run_1/layer_met2.png
Drawn at 2 px/um.
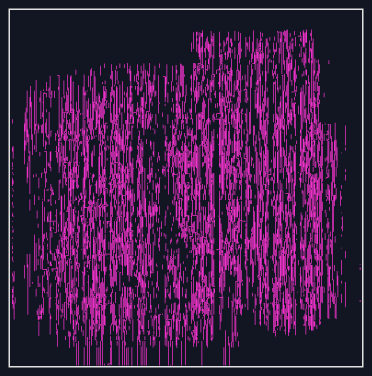
run_1/flops_by_reg.png
Drawn at 2 px/um. Other sequential cells in the stronger gray, the rest of the logic in the fainter gray.
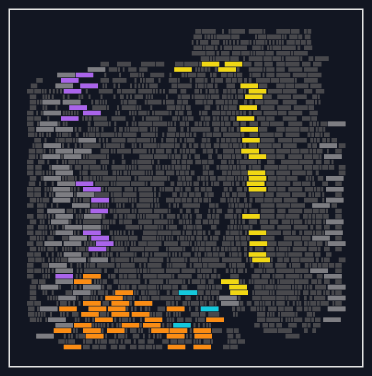
run_1/cell_density.png
Drawn at 2 px/um. The die is cut into 18 by 18 equal tiles; black is low, pale yellow is high, 0 to 100% covered.
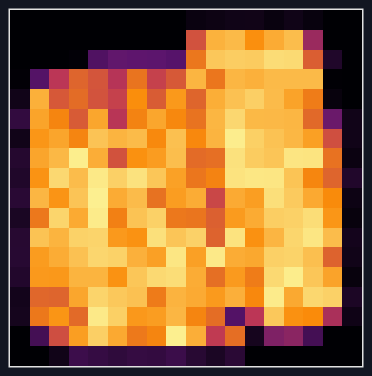
run_1/power_grid.png
Drawn at 2 px/um. Pins as bars on the die edge.
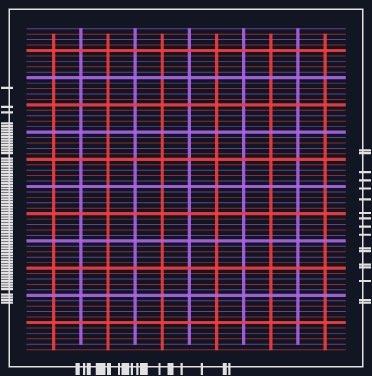
Design harmonic_mixer, sky130hd; sources not shown.
==> impl_metrics.tcl, run 1 <==
# flow metrics
set metrics [dict create \
    rsz0062_at_grt "false" \
    clockBufferCount 17 \
    cts_max_level 4 \
    clockNetworkAreaShare_pct 3.36 \
    place_ws_ps 4610 \
    ys_sh_xor_pct 4.49 \
    drt-initial-drc-count 956 \
    cts_inserted_buffers 17 \
    rows 59 \
    max_freq_mhz 108 \
    grtUsageTotal_pct 25.2 \
    drive_above_1_share_pct 5.36 \
    grt_pass1_wl_um 65400 \
    synth_nets 2317 \
    clkTransAtPathRegs_ps 80 \
    cts_setup_buffers 0 \
    final-nonclk-buf-share_pct 6.99 \
    dominant_cells "multi-input combinational cells" \
    antenna_found_initial 1 \
    cts_tree "done" \
    crit_slowest_cell "dfstp_2" \
    overflow 0 \
    fin_area_um2 18400 \
    ys_seq_share_pct 21.9 \
    ant_nets 0 \
    post-dp-hpwl_um 29300 \
    top_layer_used "met5" \
    cp_slowest_stage_delay_ps 550 \
    sh_comb_area_pct 63.3 \
    ff_count 143 \
    worst_slack_ps 4620 \
    cap_violations 0 \
    syn_area_per_cell_um2 8.90 \
    largest_reg_flops 32 \
    r2r_slack_ps 4620 \
    warnings 38 \
    final-setup-viol-count 0 \
    muxShareOfSynthArea_pct 0.0688 \
    design.portCount 117 \
    fa_ha_area_share_pct 37.1 \
    clkSinkCount 143 \
    simple_gate_area_share_pct 17.1 \
    hold-worst-slack_ps 375 \
    edf_count 0 \
    yosysChipArea_um2 16400 \
    area_delta_synth_final_pct 12.7 \
    placed_area_um2 17800 \
    ctsHoldBuffers 0 \
    tapCellCount 335 \
    worst_pin_slew_ps 1030 \
    synth_cell_types 80 \
    min_period_over_period_pct 66.8 \
    gp_congestion 0.919 \
    cp.arrival_ps 9510 \
    required_ps 14130 \
    diodes 0 \
    logic_family "adder cells" \
    mi_logic_area_um2 11700 \
    synth_cells 1840 \
    grt_pass1_vias 14100 \
    dp.cells 2243 \
    nets 2405 \
    outcome "finished clean" \
    clk_latency_ps 440 \
    crit_path_frequent_cell "inv_1" \
    wl_met1_um 15300 \
    holdCritPathClass "flop to flop" \
    die-area_um2 31300 \
    setup_tns_ps 0 \
    netlist_area_um2 16400 \
    dominantRegCellSynth "dfrtp_1" \
    gr-usage-met1_pct 29.3 \
    fin_crit_ps 9290 \
    critical_path_class "flop to flop" \
    cts.repair.resized 0 \
    path_depth 35 \
    wl_met2_um 19300 \
    worstSetupStartpointType "flop" \
    slew_viol_final 0 \
    yosysWarnings 0 \
    crit_family "AND-OR/OR-AND gates" \
    worstHoldPathCells 2 \
    yosysCellCount 1840 \
    hold_viol 0 \
    clk_path_buf_depth 2 \
    cp-end-kind "flop" \
    num-multi-input-gates 1407 \
    seq_area_share_pct 19.4 \
    grt.busiest_layer "met2" \
    wl_met3_um 2060 \
    critical_path.max_fanout 24 \
    grt_max_degree 117 \
    grt_use_met3_pct 4.09 \
    clockRootBuffer "clkbuf_16" \
    async_flop_share_pct 100 \
    rr_worst_depth 35 \
    ys_ff 143 \
    drc 0 \
    path_buffers 6 \
    slew_headroom_pct 31.3 \
    wl_per_cell_um 16.7 \
    io_buffers 116 \
    fin_cells 2276 \
    drt-vias-per-instance 5.76 \
    buffers 131 \
]
## Picture notes: layer_met2.png
- main direction: vertical
- longest straight run: 81.3 um
- share of all routed wire: 51%
- nets with wire on the layer: 2016
- wire length on this layer: 19300 um
vias after detailed routing: 13100
drt total wl: 38100 um
met2 GRT Util: 45.3%

## Picture notes: flops_by_reg.png
- k: cyan (placed flops 3)
- s1_q: purple (placed flops 16; where west)
- coeff_q: orange (placed flops 32)
- acc: yellow (placed flops 25)
- not colored: 67
Final Core Density: 72.0%
Seq. cell area: 3580 um^2

## Picture notes: cell_density.png
- mean over tiles: 57%
- tiles over 75% full: 50%
- densest ninth of the die: center
- nearly empty tiles: 13%
Core Area: 25600 um^2
FP Util: 63.9%

## Picture notes: power_grid.png
- VSS: red
- VDD: purple
- signal pins: 117
- met4 straps: 11
Die X: 176 um
die height: 178 um

## run 1: placed cells by master (no fill, tap or decap), types with 4 or more instances in the layout
cell	Yosys	layout
and2_1	7	6
dfrtp_1	142	142
o22a_1	15	15
nor3_1	16	16
o21ai_0	57	56
o21bai_1	6	6
nand2_1	357	356
o21a_1	8	8
o211ai_1	5	5
inv_6	0	6
clkinv_8	0	5
xor2_1	34	34
o2111ai_1	4	4
nand4b_1	4	4
and3_1	7	7
buf_4	1	12
nand3_1	35	35
nand2b_1	7	7
inv_1	228	227
o21ai_1	21	21
ha_1	199	199
or2_2	26	26
clkdlybuf4s50_1	0	116
nor2_1	156	156
clkbuf_16	0	17
a21o_1	19	19
a222oi_1	23	23
xnor2_1	48	48
a211oi_1	9	9
a21oi_1	65	65
a211o_1	5	5
fa_1	179	179
a31oi_1	7	7
o31ai_1	4	4
nor2b_1	11	11
nand3b_1	5	5
## run 1: cells in the mapped netlist, drive strengths merged, types with 3 or more instances
master   instances  area, um^2
nor2b           11        68.8
a222oi          23         230
fa             179        3580
o211ai           5        37.5
o22a            15         131
nand3           35         175
o31a             3        26.3
nor4b            4        41.3
a31o             3        26.3
a22o             3        26.3
or2             27         169
a211o            5        43.8
a21oi           65         325
inv            228         856
buf             10        81.3
nand4b           4        35.0
nand3b           5        37.5
a31oi            8        56.3
o21ba            3        36.3
and2             9        57.6
o31ai            5        42.5
ha             199        2490
nand2b           7        43.8
xor2            34         298
a21o            21         160
dfrtp          142        3550
o21bai           6        45.0
o21a             8        60.1
and3             8        51.3
a41oi            3        26.3
clkbuf          52         199
nand4            3        18.8
nor3            16        80.1
a211oi          11        92.6
or3              3        18.8
o2111ai          4        35.0
xnor2           49         437
o41ai            5        77.6
o21ai           81         417
nor2           156         586
nand2          357        1340
run_1/clocks.png
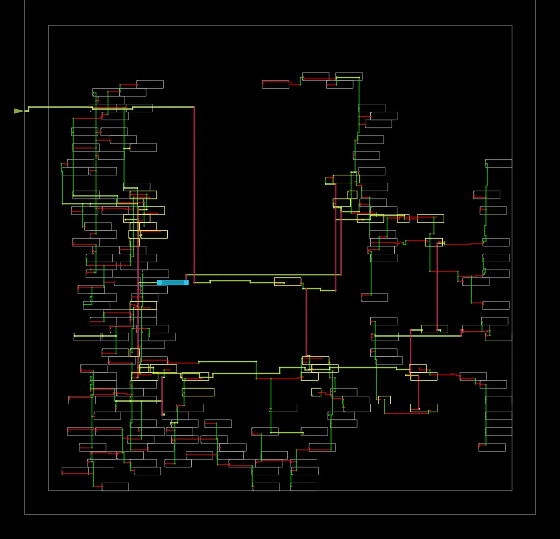

## Run 2: what changed since run 1
--- a/config.mk
+++ b/config.mk
@@ -7,10 +7,10 @@
 export LEC_CHECK = 0
 export ABC_AREA = 0
 export CAP_MARGIN = 25
-export CORE_AREA = 8 8 168 170
+export CORE_AREA = 8 8 173 175
 export DETAILED_ROUTE_END_ITERATION = 16
-export DIE_AREA = 0 0 176 178
-export PLACE_DENSITY = 0.86
+export DIE_AREA = 0 0 181 183
+export PLACE_DENSITY = 0.82
 export SLEW_MARGIN = 20
 export SYNTH_ARGS = -nofsm -noshare
 export SYNTH_HDL_FRONTEND = slang
==> constraint.sdc (replaced) <==
create_clock -name clk -period 9.2 [get_ports clk]
set_clock_uncertainty 0.1 [all_clocks]
set_input_delay 1.84 -clock clk [delete_from_list [all_inputs] [get_ports clk]]
set_output_delay 1.84 -clock clk [all_outputs]
set_load 0.02 [all_outputs]
run_2/clocks.png
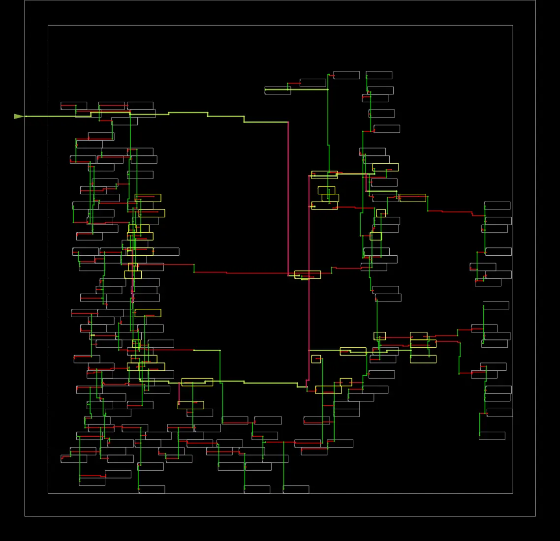
clock buffer count: 17
registers: 143

run_2/power_grid.png
Drawn at 2 px/um. Pins as bars on the die edge.
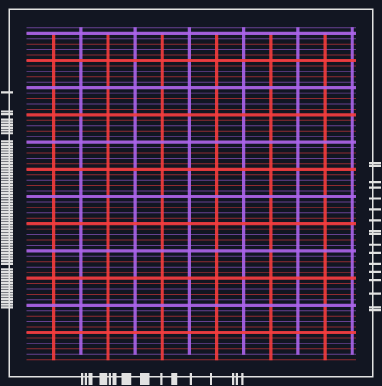
die height: 183 um
Core Area: 27300 um^2

==> impl_metrics.tcl, run 2 <==
# flow metrics
set metrics [dict create \
    warnings 34 \
    r2r_slack_ps 430 \
    dp.cells 2264 \
    hold-worst-slack_ps 383 \
    grt_max_degree 94 \
    finish.utilization_pct 68.2 \
    common_cells "nand2_1, inv_1, ha_1" \
    diodes 0 \
    area_delta_synth_final_pct 13.8 \
    post-dp-hpwl_um 29300 \
    min_period_over_period_pct 95.3 \
    slew_headroom_pct 31.4 \
    synth_nets 2317 \
    holdCritPathClass "flop to flop" \
    drt-vias-per-instance 5.63 \
    top_layer_used "met4" \
    critical_path.max_fanout 24 \
    yosysChipArea_um2 16400 \
    fp_util_pct 59.9 \
    yosysCellCount 1840 \
    clk_path_buf_depth 2 \
    netlist_area_um2 16400 \
    wl_met1_um 15900 \
    cts_tree "done" \
    synth_cells 1840 \
    setup_tns_ps 0 \
    fin_cells 2302 \
    worstSetupStartpointType "flop" \
    drive_above_1_share_pct 6.80 \
    wl_met2_um 18500 \
    clockRootBuffer "clkbuf_16" \
    critical_path_class "flop to flop" \
    crit_slowest_cell "dfstp_2" \
    wl_per_cell_um 16.1 \
    largest_area_cell "fa_1" \
    rr_worst_depth 33 \
    vias 13000 \
    slew_viol_final 0 \
    gp_congestion 0.885 \
    grt_pass1_wl_um 63100 \
    io_buffers 116 \
    cp-end-kind "flop" \
    ctsHoldBuffers 0 \
    required_ps 9450 \
    clk_latency_ps 440 \
    overflow 0 \
    nets 2420 \
    cts_max_level 4 \
    synth_cell_types 80 \
    place_ws_ps 302 \
    outcome "finished clean" \
    cts_inserted_buffers 17 \
    ys_ff 143 \
    top_cell_area_share_pct 21.9 \
    fin_area_um2 18600 \
    yosysWarnings 0 \
    hold_viol 0 \
    async_flop_share_pct 100 \
    ys_seq_share_pct 21.9 \
    edf_count 0 \
    rows 61 \
    design.portCount 117 \
    drc 0 \
    worstHoldPathCells 2 \
    cp.arrival_ps 9020 \
    clkSinkCount 143 \
    syn_area_per_cell_um2 8.90 \
    final-setup-viol-count 0 \
    dominantRegCellSynth "dfrtp_1" \
    placed_area_um2 17900 \
]
-- run 2: cell counts after synthesis --
Identical to the previous run, type by type.
-- run 2: kinds of logic (layout without fill, tap and decap cells) --
kind of cell | count (synthesis) | count (layout) | share of synthesized area (%)
buffers and inverters | 290 | 405 | 6.94
XOR/XNOR | 83 | 83 | 4.49
AND/OR/NAND/NOR | 654 | 654 | 17.1
multiplexers | 1 | 1 | 0.0688
AND-OR/OR-AND | 291 | 292 | 12.5
adder cells (fa/ha/maj) | 378 | 378 | 37.1
flip-flops | 143 | 143 | 21.9
-- run 2: routing by layer --
metal | vias to the layer above | track usage (%)
met5 | - | 0
met4 | 0 | 8.66
met3 | 74 | 3.30
met2 | 377 | 40.6
met1 | 6240 | 27.1
li1 | 6269 | -
-- run 2: area by class of cell --
| cell class | instances | area, um^2 |
|---|---|---|
| clock inverter | 15 | 190 |
| timing repair buffer | 145 | 1390 |
| fill | 2103 | 8680 |
| multi-input combinational | 1408 | 11800 |
| sequential | 143 | 3580 |
| tap | 346 | 433 |
| clock buffer | 17 | 425 |
| inverter | 228 | 861 |
-- run 2: worst max-delay path, delay by kind of cell, from the launching register on --
family,cells,cell delay [ps]
compound gates,12,2560
xor+xnor,2,450
fa+ha+maj,8,3220
buf+inv,5,720
flops,1,540
simple gates,6,1070
-- run 2: what timing repair did --
| action | 4_1_cts | 5_1_grt |
|---|---|---|
| gates resized | 0 | 23 |
| setup endpoints to repair | 0 | 5 |
| hold endpoints to repair | 0 | 0 |
| setup buffers | 0 | 4 |
